$ cat src/rtl/cordic_div_param.sv
// Signed fixed-point divider built on linear (vectoring) CORDIC.
// Operands are captured on a start pulse when idle. One load cycle and ITER
// iteration cycles follow, then a finish cycle writes the quotient and pulses done.
// Divide-by-zero and out-of-range ratios saturate and raise ovf.
module cordic_div_param #(
   parameter int WIDTH = 16,
   parameter int FRAC  = 14,
   parameter int ITER  = 15,
   parameter int GUARD = 4
) (
   input  logic             clk,
   input  logic             rst,
   input  logic             cordic_div_en,
   input  logic [WIDTH-1:0] dividend,
   input  logic [WIDTH-1:0] division,
   output logic [WIDTH-1:0] quotient,
   output logic             cordic_div_flag,
   output logic             busy,
   output logic             ovf
);

   localparam int YW = WIDTH + GUARD + 2;
   localparam int ZW = WIDTH + 2;
   localparam int CW = $clog2(ITER + 1);
   localparam int SH = WIDTH - FRAC - 1;
   localparam int BW = WIDTH + 1 + SH;
   localparam logic [ZW-1:0]    W0      = ZW'(1) << FRAC;
   localparam logic [ZW-1:0]    LIM     = ZW'(1) << (WIDTH - 1);
   localparam logic [CW-1:0]    LAST    = CW'(ITER - 1);
   localparam logic [WIDTH-1:0] Q_MAX   = {1'b0, {(WIDTH-1){1'b1}}};
   localparam logic [WIDTH-1:0] Q_MIN   = {1'b1, {(WIDTH-1){1'b0}}};

   typedef enum logic [1:0] {S_IDLE, S_LOAD, S_ITER, S_FIN} state_t;

   state_t state, state_n;

   logic [WIDTH-1:0]     a_reg, b_reg;
   logic                 sa, zero_div, zero_num, big;
   logic signed [YW-1:0] x, y;
   logic signed [ZW-1:0] z;
   logic [CW-1:0]        cnt;

   logic signed [WIDTH:0] a_ext, b_ext;
   logic [WIDTH:0]        ma, mb;
   logic signed [YW-1:0]  xs, y_step;
   logic [ZW-1:0]         w, z_mag;
   logic signed [ZW-1:0]  z_step;
   logic [WIDTH-1:0]      q_lin;
   logic                  sat;

   // State register
   always_ff @(posedge clk or posedge rst) begin
      if (rst) state <= S_IDLE;
      else     state <= state_n;
   end

   // Next-state: start only from idle; the finish cycle returns to idle
   always_comb begin
      state_n = state;
      case (state)
         S_IDLE:  if (cordic_div_en) state_n = S_LOAD;
         S_LOAD:  state_n = S_ITER;
         S_ITER:  if (cnt == LAST) state_n = S_FIN;
         S_FIN:   state_n = S_IDLE;
         default: state_n = S_IDLE;
      endcase
   end

   // Magnitudes, one CORDIC step and final quotient selection
   always_comb begin
      a_ext  = {a_reg[WIDTH-1], a_reg};
      b_ext  = {b_reg[WIDTH-1], b_reg};
      // WIDTH+1 bits so that the most negative operand has a representable magnitude
      ma     = a_reg[WIDTH-1] ? -a_ext : a_ext;
      mb     = b_reg[WIDTH-1] ? -b_ext : b_ext;
      xs     = x >>> cnt;
      // Weight 2^(FRAC-i) shifts out to zero once i exceeds FRAC
      w      = W0 >> cnt;
      y_step = y[YW-1] ? (y + xs) : (y - xs);
      z_step = y[YW-1] ? (z - signed'(w)) : (z + signed'(w));
      z_mag  = z[ZW-1] ? -z : z;
      sat    = big | (z_mag >= LIM);
      q_lin  = sa ? -z[WIDTH-1:0] : z[WIDTH-1:0];
   end

   // Operand capture, iteration datapath and registered outputs
   always_ff @(posedge clk or posedge rst) begin
      if (rst) begin
         a_reg           <= '0;
         b_reg           <= '0;
         sa              <= 1'b0;
         zero_div        <= 1'b0;
         zero_num        <= 1'b0;
         big             <= 1'b0;
         x               <= '0;
         y               <= '0;
         z               <= '0;
         cnt             <= '0;
         quotient        <= '0;
         cordic_div_flag <= 1'b0;
         busy            <= 1'b0;
         ovf             <= 1'b0;
      end else begin
         cordic_div_flag <= 1'b0;
         case (state)
            S_IDLE: begin
               if (cordic_div_en) begin
                  a_reg <= dividend;
                  b_reg <= division;
                  busy  <= 1'b1;
               end
            end
            S_LOAD: begin
               sa       <= a_reg[WIDTH-1] ^ b_reg[WIDTH-1];
               zero_div <= (mb == '0);
               zero_num <= (ma == '0);
               big      <= (BW'(ma) >= (BW'(mb) << SH));
               y        <= signed'(YW'(ma) << GUARD);
               x        <= signed'(YW'(mb) << GUARD);
               z        <= '0;
               cnt      <= '0;
            end
            S_ITER: begin
               y   <= y_step;
               z   <= z_step;
               cnt <= cnt + CW'(1);
            end
            S_FIN: begin
               cordic_div_flag <= 1'b1;
               busy            <= 1'b0;
               if (zero_div) begin
                  // Divide-by-zero follows the dividend sign; 0/0 gives MAX
                  quotient <= a_reg[WIDTH-1] ? Q_MIN : Q_MAX;
                  ovf      <= 1'b1;
               end else if (zero_num) begin
                  quotient <= '0;
                  ovf      <= 1'b0;
               end else if (sat) begin
                  quotient <= sa ? Q_MIN : Q_MAX;
                  ovf      <= 1'b1;
               end else begin
                  quotient <= q_lin;
                  ovf      <= 1'b0;
               end
            end
            default: ;
         endcase
      end
   end

endmodule
$ cat config.mk
export PLATFORM = sky130hd
export DESIGN_NAME = cordic_div_param
export DESIGN_NICKNAME = d
export VERILOG_FILES = /design/src/rtl/cordic_div_param.sv
export SDC_FILE = /design/constraint.sdc
export NUM_CORES = 1
export LEC_CHECK = 0
export ABC_CLOCK_PERIOD_IN_PS = 6400
export CAP_MARGIN = 20
export CELL_PAD_IN_SITES_DETAIL_PLACEMENT = 0
export CELL_PAD_IN_SITES_GLOBAL_PLACEMENT = 1
export CORE_UTILIZATION = 35
export DETAILED_ROUTE_END_ITERATION = 6
export PLACE_DENSITY_LB_ADDON = 0.05
export SETUP_SLACK_MARGIN = 0.2
export SLEW_MARGIN = 20
export SYNTH_ARGS = -nofsm -noshare
export SYNTH_HDL_FRONTEND = slang
export SYNTH_SLANG_ARGS = --single-unit
$ cat constraint.sdc
create_clock -name clk -period 6.4 [get_ports clk]
set_clock_uncertainty 0.15 [all_clocks]
set_input_delay 1.6 -clock clk [delete_from_list [all_inputs] [get_ports clk]]
set_output_delay 1.6 -clock clk [all_outputs]
set_load 0.01 [all_outputs]
### Clock distribution

Scale: 1.5 px per um.
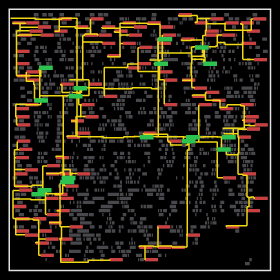
green -> clock drivers  # count 17
yellow -> clock wires  # length 2270 um
red -> flip-flops  # count 118
routed clock nets = 18

==> results.txt <==
The run has ended; figures from its reports follow.

The count of placed standard cells including taps is 1581. Of the total synthesized cell area, the portion taken by full adders, half adders and majority gates is 0.09297. The synthesized-area fraction occupied by xor and xnor cells came out at 0.06491.

The static leakage is 0.004858 uW. The clock tree has to reach approximately 120 sinks. The instance count of the mapped netlist is 1197. The slowest stage of the critical path is the sky130_fd_sc_hd__dfrtp_1 cell. The clock network fraction of design power is 0.137.

The number of antenna-violating nets in the routed design is 0. For the final routed database, the setup TNS stands at 0 ns. The worst setup path is captured at a flip-flop. The via count of the first global-routing pass came to around 9000. The internal portion of total power came out at 3948 uW. The tool warning count for the run is 38.

The wire length of the first global-routing pass came out at 50430 um. In the Yosys report the total cell count is 1197. After synthesis the cells add up to 10250 um2. The leading register cell type out of synthesis is sky130_fd_sc_hd__dfrtp_1. In this run the deepest clock path goes through 2 buffers. TritonCTS built the clock tree. Per the detail_route report, the via count comes to 9008. The count of maximum capacitance violations came out at 0. In this design, the stage delay of the slowest critical-path cell is 0.79 ns. The maximum clock rate came out at 186.2 MHz. The end-of-flow timing check tallies setup violations at 0. The sequential-to-total area share from yosys stat came out at 0.2879.

The final period utilization is 0.8393. Max fanout on the critical path was recorded as 16. The classification of the worst-slack hold path is reg2reg. The combinational group share of total power is 0.668.

The time the worst path needs with I/O delays and setup is 5.372 ns. The repair_antennas step left the layout with diodes totalling 0. Compared with the post-synthesis result, the final layout area differs by 14.40%. The last weighted congestion value of the routability-driven placer came out at ~0.84. The effective utilization at floorplan came out at 0.3563.

The required arrival time at the worst endpoint came out at approximately 6.6 ns. Ranked by instance count, the synthesized netlist is headed by 124 x sky130_fd_sc_hd__nor2_1, 118 x sky130_fd_sc_hd__dfrtp_1, 112 x sky130_fd_sc_hd__a21oi_1, 89 x sky130_fd_sc_hd__nand2_1, 73 x sky130_fd_sc_hd__ha_1. Per STA, the worst path is made up of mux4_2 > mux2i_1 > o32ai_1 > inv_1 > ha_1 > a21boi_1 > a31oi_1 > xor2_1 > ha_1 > a2111oi_0 > a22oi_1 > a21oi_1 > o31ai_1 > a211oi_1 > a21oi_1 > xnor2_1 > o2bb2ai_1. The transition time of the tightest slew-check pin came out at 0.9205 ns.

The wire length per cell after detailed routing is 19.31 um. The most common logic cell in the final layout is sky130_fd_sc_hd__nor2_1. The final timing report lists a hold violation count of 0.

The layout cell share with drive strength beyond 1 came out at 0.1074. The worst slew margin relative to its limit is 0.3863. The number of placed I/O pins came out at 54.

CTS placed an instance of sky130_fd_sc_hd__clkbuf_16 at the clock tree root. The register bit count reported by yosys is 118. Summed over all instances, the cell type with the most area after synthesis is sky130_fd_sc_hd__dfrtp_1. The total power density per cell area came out at 662.8 nW/um2.

The violation count after the first detailed-routing iteration is 430. The chip area estimate from yosys synthesis is 10250 um2. The number of distinct standard cells referenced by the synthesized netlist is 82. Per the synthesis report, the simple-gate share of the synthesized area is 0.1678. In this run the horizontal extent of the chip is approximately 170 um. The number of buffers created by CTS is 17.

The final cell count without fillers is roughly 1600. The number of remaining DRC errors came out at 0. The proportion of synthesized area in mux cells came out at 0.1091. The share of the synthesized area in the top cell type came out at 0.2879. The clock transition at the registers of the reported paths is roughly 0.060 ns. Per the detail_route report, vias per standard cell equal 5.585. Once detailed placement completed, the half-perimeter wirelength came to 23110 um. Before antenna repair, the detailed router went through 4 iterations.

The core box area is 28780 um2. y holds more flip-flops than any other register. The die footprint is 29990 um2. The number of nets at the end of the flow is 1326.

The number of standard-cell rows in the floorplan came out at 62. The hold buffer count at CTS is 0. The H-tree depth is 4. The pin count of the biggest net entering global routing is 51. The largest voltage drop on the vdd net is 0.2556 mV. The complex-gate fraction of the synthesized area came out at 0.2280.

The post-synthesis area per instance is 8.567 um2. Sorting the synthesized cells by area gives the leading types as sky130_fd_sc_hd__dfrtp_1 29%, sky130_fd_sc_hd__ha_1 8.9%, sky130_fd_sc_hd__a21oi_1 5.5%. The largest registers in the layout are y: 22 flops, z: 18 flops, x: 17 flops. The main combinational cell family by area after synthesis is AND-OR/OR-AND gates. Counting flops with an async set or reset pin after synthesis yields a share of 1.000.

Per the GRT congestion report, total overflow comes to 0. The run finished with clean final reports. The buffer count from post-CTS setup fixing is 0. By startpoint and endpoint, the worst setup path is classified as reg2reg. The arrival time at the worst endpoint is 5.53 ns.

The switching power as a share of total power is 0.4922. The number of pins with negative max-slew slack in the final report is 0. The most popular library cell in the synthesized design by count is sky130_fd_sc_hd__nor2_1.

The vertical die dimension is 173.2 um. The number of antenna violations at the first check in global routing came to 0. The skew report gives the latency at the later pin of the worst-skew pair as 0.43 ns. Post-CTS repair changed the size of 0 cells. The flip-flop count of the largest register after layout came out at 22. The share of total power in sequential cells is 0.195. The post-synthesis net count is between 1000 and 1500.

Setup repair after global routing left no endpoint under its margin. The switching power is 3827 uW. The number of warnings reported in the yosys synthesis log is 0.

In the layout the commonest cells are 124 x sky130_fd_sc_hd__nor2_1, 118 x sky130_fd_sc_hd__dfrtp_1, 112 x sky130_fd_sc_hd__a21oi_1. The total length of routed wires is 31160 um. The number of buffers inserted by port buffering came out at 53.

The startpoint type of the worst setup path is a flip-flop. The number of synthesized flops with an enable pin came out at 0.
### Track usage over the die

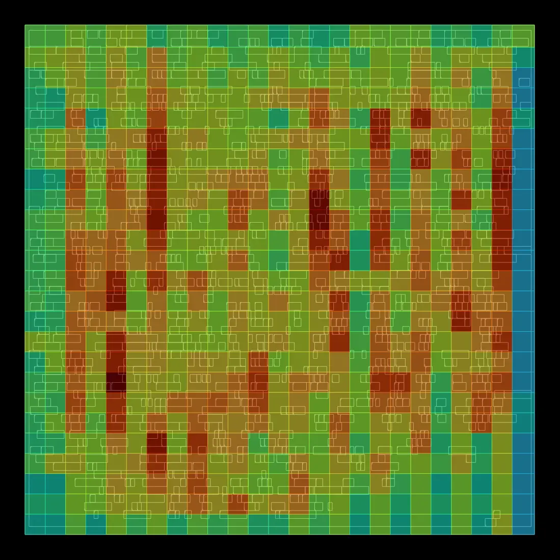
final design utilization: 0.4076
Overall Global Routing Usage: 0.2145

==> power by group through the flow <==
| stage | clock [uW] | sequential, uW | combinational, uW |
|---|---|---|---|
| 2_1_floorplan | 0 | 1320 | 4020 |
| 3_3_place_gp | 0 | 1520 | 5230 |
| 3_5_place_dp | 0 | 1520 | 5210 |
| 4_1_cts | 1090 | 1510 | 5250 |
| 5_1_grt | 1120 | 1570 | 5820 |
| 6_report | 1060 | 1510 | 5200 |
==> layer usage <==
metal,global-route usage,share of wire,vias up
met5,0,0,-
li1,-,-,4423
met2,0.3753,0.50,161
met1,0.2716,0.46,4383
met3,0.02748,0.024,41
met4,0.07264,0.024,0
==> area by class of cell <==
| type | count | area [um2] |
|---|---|---|
| inverter | 52 | 197.7 |
| fill | 2939 | 17050 |
| clock buffer | 18 | 439.2 |
| clock inverter | 14 | 198.9 |
| timing repair buffer | 70 | 658.1 |
| tap | 384 | 480.5 |
| multi-input combinational | 957 | 6804 |
| sequential | 118 | 2953 |
==> logic make-up (layout without fill, tap and decap cells) <==
kind of cell	after synthesis	after routing
AND-OR/OR-AND	361	361
XOR/XNOR	76	76
adder cells (fa/ha/maj)	75	75
buffers and inverters	122	154
flip-flops	118	118
multiplexers	83	83
other	1	1
AND/OR/NAND/NOR	361	361
==> critical path, delay by kind of cell (launching register included) <==
| kind | cells | cell delay (ns) |
|---|---|---|
| AOI/OAI and AO/OA | 10 | 2.43 |
| muxes | 2 | 0.85 |
| DFF | 1 | 0.79 |
| adders and majority gates | 2 | 0.55 |
| xor gates and xnor gates | 2 | 0.37 |
| buffers and inverters | 1 | 0.10 |
==> path summary, 6_finish.rpt <==
kind                                    startpoint                       to  slack, ns  cells past startpoint
max in group asynchronous                      rst         z[3]$_DFFE_PP0P_       3.56                      3
max reg2reg                     cnt[1]$_DFFE_PP0P_        y[21]$_DFFE_PP0P_       1.03                     17
min reg2reg                quotient[3]$_DFFE_PP0P_  quotient[3]$_DFFE_PP0P_       0.35                      2
min                        quotient[3]$_DFFE_PP0P_  quotient[3]$_DFFE_PP0P_       0.35                      2
min in group asynchronous                      rst        z[15]$_DFFE_PP0P_       1.51                      2
max                             cnt[1]$_DFFE_PP0P_        y[21]$_DFFE_PP0P_       1.03                     17
==> through the flow <==
step           cell area [um2]  power (uW)  utilization  hold slack (ns)  setup WS, ns
2_1_floorplan            10250        5342            -           0.3112         1.514
3_3_place_gp             11090        6754       0.3853           0.3303         1.065
3_5_place_dp             11090        6733       0.3853           0.3349         1.016
4_1_cts                  11730        7856       0.4075           0.3533        0.9700
5_1_grt                  11730        8510       0.4076           0.3684        0.5435
6_report                 11730        7775       0.4076           0.3503         1.028
Power and IR drop assume default switching activity.
